==> src/rtl/uart_pkg.sv <==
// Shared definitions for the UART transceiver.
// Holds the parity mode encodings, the TX and RX state enums and the
// parity helper used by both the transmit path and the receive checker.
package uart_pkg;

  localparam int PAR_NONE = 0;
  localparam int PAR_ODD  = 1;
  localparam int PAR_EVEN = 2;

  // Widest legal payload; the parity helper takes vectors zero-extended to this.
  localparam int MAX_DATA_BITS = 9;

  typedef enum logic [2:0] {
    TX_IDLE   = 3'd0,
    TX_START  = 3'd1,
    TX_DATA   = 3'd2,
    TX_PARITY = 3'd3,
    TX_STOP   = 3'd4
  } tx_state_t;

  typedef enum logic [2:0] {
    RX_IDLE   = 3'd0,
    RX_START  = 3'd1,
    RX_DATA   = 3'd2,
    RX_PARITY = 3'd3,
    RX_STOP   = 3'd4
  } rx_state_t;

  // Parity bit for a payload; zero padding does not change the XOR.
  function automatic logic calc_parity(input logic [MAX_DATA_BITS-1:0] vec, input int mode);
    logic p;
    p = ^vec;
    case (mode)
      PAR_ODD:  return ~p;
      PAR_EVEN: return p;
      default:  return 1'b0;
    endcase
  endfunction

endpackage

==> src/rtl/uart_rx_core.sv <==
// UART receiver: 2-flop synchroniser, mid-bit sampling FSM with start-glitch
// rejection, and parity / framing error reporting.
// Ports:
//   clk, reset        - clock, synchronous active-high reset
//   line              - serial input (asynchronous)
//   data_out          - last received payload
//   done              - one-cycle pulse when data_out / error flags update
//   parity_err        - parity mismatch on last frame (0 when parity disabled)
//   frame_err         - first stop bit sampled low on last frame
module uart_rx_core
  import uart_pkg::*;
#(
  parameter int CLKS_PER_BIT = 40,
  parameter int DATA_BITS    = 8,
  parameter int PARITY       = PAR_NONE
) (
  input  logic                 clk,
  input  logic                 reset,
  input  logic                 line,
  output logic [DATA_BITS-1:0] data_out,
  output logic                 done,
  output logic                 parity_err,
  output logic                 frame_err
);

  localparam int BAUD_W = $clog2(CLKS_PER_BIT * 2);
  localparam int BIT_W  = $clog2(DATA_BITS + 1);
  localparam logic [BAUD_W-1:0] BIT_END  = BAUD_W'(CLKS_PER_BIT - 1);
  localparam logic [BAUD_W-1:0] HALF_END = BAUD_W'(CLKS_PER_BIT / 2 - 1);
  localparam logic [BIT_W-1:0]  LAST_BIT = BIT_W'(DATA_BITS - 1);

  rx_state_t            state_r;
  logic                 sync1_r;
  logic                 sync2_r;
  logic [BAUD_W-1:0]    baud_cnt_r;
  logic [BIT_W-1:0]     bit_cnt_r;
  logic [DATA_BITS-1:0] shift_r;
  logic                 par_bit_r;

  // Bring the asynchronous line into the clock domain; idle level is high.
  always_ff @(posedge clk) begin
    if (reset) begin
      sync1_r <= 1'b1;
      sync2_r <= 1'b1;
    end else begin
      sync1_r <= line;
      sync2_r <= sync1_r;
    end
  end

  // Receive FSM: half-bit wait after the falling edge, then one sample per bit centre.
  always_ff @(posedge clk) begin
    if (reset) begin
      state_r    <= RX_IDLE;
      baud_cnt_r <= {BAUD_W{1'b0}};
      bit_cnt_r  <= {BIT_W{1'b0}};
      shift_r    <= {DATA_BITS{1'b0}};
      par_bit_r  <= 1'b0;
      data_out   <= {DATA_BITS{1'b0}};
      done       <= 1'b0;
      parity_err <= 1'b0;
      frame_err  <= 1'b0;
    end else begin
      done <= 1'b0;
      case (state_r)
        RX_IDLE: begin
          baud_cnt_r <= {BAUD_W{1'b0}};
          bit_cnt_r  <= {BIT_W{1'b0}};
          if (!sync2_r) begin
            state_r <= RX_START;
          end else begin
            state_r <= RX_IDLE;
          end
        end
        RX_START: begin
          if (baud_cnt_r == HALF_END) begin
            baud_cnt_r <= {BAUD_W{1'b0}};
            // Line back high at the start-bit centre means a glitch.
            state_r    <= sync2_r ? RX_IDLE : RX_DATA;
          end else begin
            baud_cnt_r <= baud_cnt_r + BAUD_W'(1);
          end
        end
        RX_DATA: begin
          if (baud_cnt_r == BIT_END) begin
            baud_cnt_r <= {BAUD_W{1'b0}};
            shift_r    <= {sync2_r, shift_r[DATA_BITS-1:1]};
            if (bit_cnt_r == LAST_BIT) begin
              bit_cnt_r <= {BIT_W{1'b0}};
              state_r   <= (PARITY != PAR_NONE) ? RX_PARITY : RX_STOP;
            end else begin
              bit_cnt_r <= bit_cnt_r + BIT_W'(1);
            end
          end else begin
            baud_cnt_r <= baud_cnt_r + BAUD_W'(1);
          end
        end
        RX_PARITY: begin
          if (baud_cnt_r == BIT_END) begin
            baud_cnt_r <= {BAUD_W{1'b0}};
            par_bit_r  <= sync2_r;
            state_r    <= RX_STOP;
          end else begin
            baud_cnt_r <= baud_cnt_r + BAUD_W'(1);
          end
        end
        RX_STOP: begin
          if (baud_cnt_r == BIT_END) begin
            // Deliver the frame even when the stop bit is bad; flags tell the host.
            baud_cnt_r <= {BAUD_W{1'b0}};
            data_out   <= shift_r;
            done       <= 1'b1;
            parity_err <= (PARITY != PAR_NONE) &&
                          (par_bit_r != calc_parity(MAX_DATA_BITS'(shift_r), PARITY));
            frame_err  <= ~sync2_r;
            state_r    <= RX_IDLE;
          end else begin
            baud_cnt_r <= baud_cnt_r + BAUD_W'(1);
          end
        end
        default: begin
          state_r    <= RX_IDLE;
          baud_cnt_r <= {BAUD_W{1'b0}};
          bit_cnt_r  <= {BIT_W{1'b0}};
        end
      endcase
    end
  end

endmodule

==> src/rtl/uart_transceiver.sv <==
// Single-clock parametrised UART: inline TX FSM plus one uart_rx_core.
// Ports:
//   clk, reset   - clock, synchronous active-high reset
//   send         - transmit request, rising edge starts a frame when idle
//   data_in      - payload captured on the accepted send edge
//   loopback     - 1 routes tx into the receiver instead of the rx pin
//   rx           - serial input pin
//   tx           - serial output pin, idle high
//   busy         - TX frame in progress
//   data_out, done, parity_err, frame_err - receiver results
module uart_transceiver
  import uart_pkg::*;
#(
  parameter int CLKS_PER_BIT = 40,
  parameter int DATA_BITS    = 8,
  parameter int PARITY       = PAR_NONE,
  parameter int STOP_BITS    = 1
) (
  input  logic                 clk,
  input  logic                 reset,
  input  logic                 send,
  input  logic [DATA_BITS-1:0] data_in,
  input  logic                 loopback,
  input  logic                 rx,
  output logic                 tx,
  output logic                 busy,
  output logic [DATA_BITS-1:0] data_out,
  output logic                 done,
  output logic                 parity_err,
  output logic                 frame_err
);

  localparam int BAUD_W = $clog2(CLKS_PER_BIT * 2);
  localparam int BIT_W  = $clog2(DATA_BITS + 1);
  localparam logic [BAUD_W-1:0] BIT_END  = BAUD_W'(CLKS_PER_BIT - 1);
  localparam logic [BAUD_W-1:0] STOP_END = BAUD_W'(STOP_BITS * CLKS_PER_BIT - 1);
  localparam logic [BIT_W-1:0]  LAST_BIT = BIT_W'(DATA_BITS - 1);

  tx_state_t            tx_state_r;
  logic                 send_q_r;
  logic [BAUD_W-1:0]    baud_cnt_r;
  logic [BIT_W-1:0]     bit_cnt_r;
  logic [DATA_BITS-1:0] tx_shift_r;
  logic                 tx_par_r;
  logic                 rx_src_s;

  assign rx_src_s = loopback ? tx : rx;

  // Transmit FSM; accept uses the registered state so a send edge coinciding
  // with the end of STOP is dropped rather than queued.
  always_ff @(posedge clk) begin
    if (reset) begin
      tx_state_r <= TX_IDLE;
      send_q_r   <= 1'b0;
      baud_cnt_r <= {BAUD_W{1'b0}};
      bit_cnt_r  <= {BIT_W{1'b0}};
      tx_shift_r <= {DATA_BITS{1'b0}};
      tx_par_r   <= 1'b0;
      tx         <= 1'b1;
      busy       <= 1'b0;
    end else begin
      send_q_r <= send;
      case (tx_state_r)
        TX_IDLE: begin
          baud_cnt_r <= {BAUD_W{1'b0}};
          bit_cnt_r  <= {BIT_W{1'b0}};
          if (send && !send_q_r) begin
            tx_state_r <= TX_START;
            tx_shift_r <= data_in;
            tx_par_r   <= calc_parity(MAX_DATA_BITS'(data_in), PARITY);
            tx         <= 1'b0;
            busy       <= 1'b1;
          end else begin
            tx   <= 1'b1;
            busy <= 1'b0;
          end
        end
        TX_START: begin
          if (baud_cnt_r == BIT_END) begin
            baud_cnt_r <= {BAUD_W{1'b0}};
            tx_state_r <= TX_DATA;
            tx         <= tx_shift_r[0];
          end else begin
            baud_cnt_r <= baud_cnt_r + BAUD_W'(1);
          end
        end
        TX_DATA: begin
          if (baud_cnt_r == BIT_END) begin
            baud_cnt_r <= {BAUD_W{1'b0}};
            if (bit_cnt_r == LAST_BIT) begin
              bit_cnt_r <= {BIT_W{1'b0}};
              if (PARITY != PAR_NONE) begin
                tx_state_r <= TX_PARITY;
                tx         <= tx_par_r;
              end else begin
                tx_state_r <= TX_STOP;
                tx         <= 1'b1;
              end
            end else begin
              bit_cnt_r  <= bit_cnt_r + BIT_W'(1);
              tx_shift_r <= {1'b0, tx_shift_r[DATA_BITS-1:1]};
              tx         <= tx_shift_r[1];
            end
          end else begin
            baud_cnt_r <= baud_cnt_r + BAUD_W'(1);
          end
        end
        TX_PARITY: begin
          if (baud_cnt_r == BIT_END) begin
            baud_cnt_r <= {BAUD_W{1'b0}};
            tx_state_r <= TX_STOP;
            tx         <= 1'b1;
          end else begin
            baud_cnt_r <= baud_cnt_r + BAUD_W'(1);
          end
        end
        TX_STOP: begin
          // All stop bits are one long run of high; counter is sized for two.
          if (baud_cnt_r == STOP_END) begin
            baud_cnt_r <= {BAUD_W{1'b0}};
            tx_state_r <= TX_IDLE;
            busy       <= 1'b0;
          end else begin
            baud_cnt_r <= baud_cnt_r + BAUD_W'(1);
          end
        end
        default: begin
          tx_state_r <= TX_IDLE;
          tx         <= 1'b1;
          busy       <= 1'b0;
        end
      endcase
    end
  end

  uart_rx_core #(
    .CLKS_PER_BIT (CLKS_PER_BIT),
    .DATA_BITS    (DATA_BITS),
    .PARITY       (PARITY)
  ) u_rx (
    .clk        (clk),
    .reset      (reset),
    .line       (rx_src_s),
    .data_out   (data_out),
    .done       (done),
    .parity_err (parity_err),
    .frame_err  (frame_err)
  );

endmodule

==> config.mk <==
export PLATFORM = sky130hd
export DESIGN_NAME = uart_transceiver
export DESIGN_NICKNAME = d
export VERILOG_FILES = /design/src/rtl/uart_pkg.sv /design/src/rtl/uart_rx_core.sv /design/src/rtl/uart_transceiver.sv
export SDC_FILE = /design/constraint.sdc
export NUM_CORES = 1
export LEC_CHECK = 0
export ABC_AREA = 1
export CAP_MARGIN = 20
export CORE_MARGIN = 2
export CORE_UTILIZATION = 34
export CTS_BUF_LIST = sky130_fd_sc_hd__clkbuf_16
export DETAILED_ROUTE_END_ITERATION = 10
export PLACE_DENSITY = 0.6
export SLEW_MARGIN = 20
export SYNTH_ARGS = -nofsm -noshare
export SYNTH_HDL_FRONTEND = slang
export SYNTH_SLANG_ARGS = --single-unit
==> constraint.sdc <==
create_clock -name clk -period 2.3 [get_ports clk]
set_input_delay 0.345 -clock clk [delete_from_list [all_inputs] [get_ports clk]]
set_output_delay 0.345 -clock clk [all_outputs]
set_load 0.1 [all_outputs]
congestion_map.png
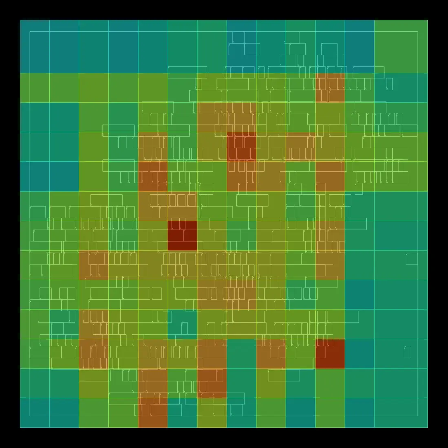
most utilized layer in the global route result: met2
average wire per standard cell: 10.9 um
global-route total usage across every layer: 0.140
met1 routing resource usage after global routing: 0.181
Final Util: 0.421

gates.png
Bar = 20 um.
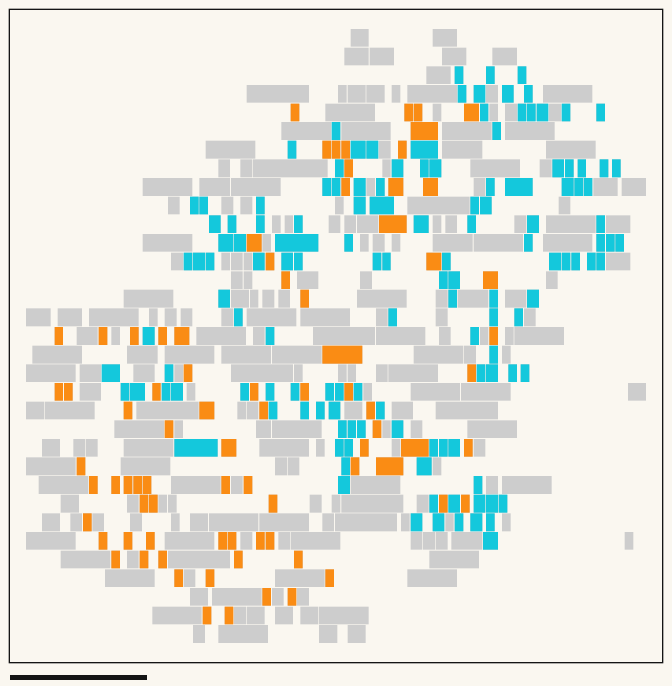
Key: nor cells = orange [cells 80]; nand cells = cyan [cells 134]

layers.png
Bar = 20 um.
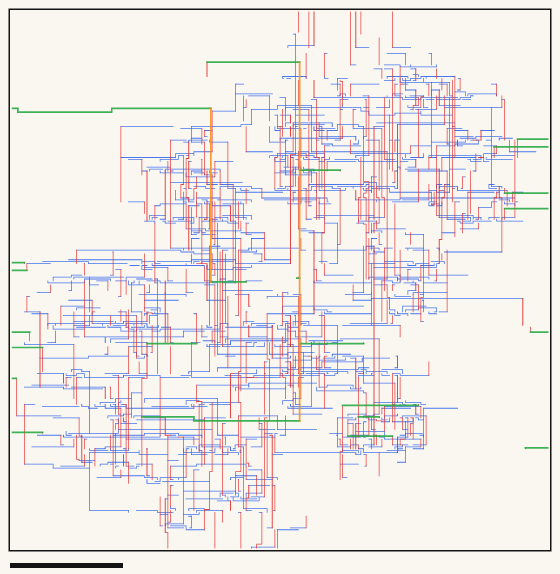
Key: M1 = blue [wire length 2,960 um]; M4 = orange [wire length 93.8 um]; M2 = red [wire length 2,590 um]; M3 = green [wire length 195 um]

clock_wires.png
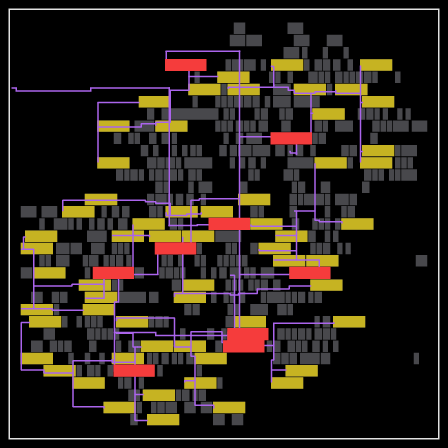
Key: clock-net drivers = red [count 9]; clock wires = purple [length 856 um]; flip-flops = yellow [count 59]
Position of the flops: widely spread. There are 10 routed clock nets.

==> Changelog: implementation <==
### Implementation results

* Number of global-route vias before repair at 2,199
* Flop and latch count out of synthesis at 59
* Synth async-reset ratio at 0
* Pwr Density at 1150 nW/um^2
* First DRT Iteration DRCs at 115
* Syn nets at 414
* Flip-flops at slightly below 60
* Pin count of the biggest net entering global routing at 28
* Worst-path cell with the longest stage delay: sky130_fd_sc_hd__dfxtp_1
* Largest regs: tx_shift_r: 8 flops, u_rx.data_out: 8 flops, u_rx.shift_r: 8 flops
* Internal power consumption at approximately 2.4 mW
* Endpoint with the worst hold slack: u_rx.sync2_r
* Fraction of synthesized area in multiplexers at 0
* Inserted tap cell count at 105
* Register share after synthesis at 0.418
* Clock-pin transition on the worst setup and hold timing paths at around 0.050 ns
* CTS tree: done
* Result of the run: complete, no violations
* Area added between synthesis and finish at 21.0%
* Fraction of area in registers at 0.345
* Combinational-cell power consumption at roughly 1.3 mW
* Share of power burned in registers at 0.333
* CTS Hold Bufs at 0
* Crit path capture type: flip-flop
* Setup repair after global routing missed its margin: no
* Post-layout nets at 443
* Chip area at 9060 sq um
* Worst setup slack after layout at 0.691 ns
* Share of layout cells above drive strength 1 at 0.139
* Portion of total power attributed to the clock network at 0.328
* Crit share post-route at 0.700
Power and IR drop assume default switching activity.
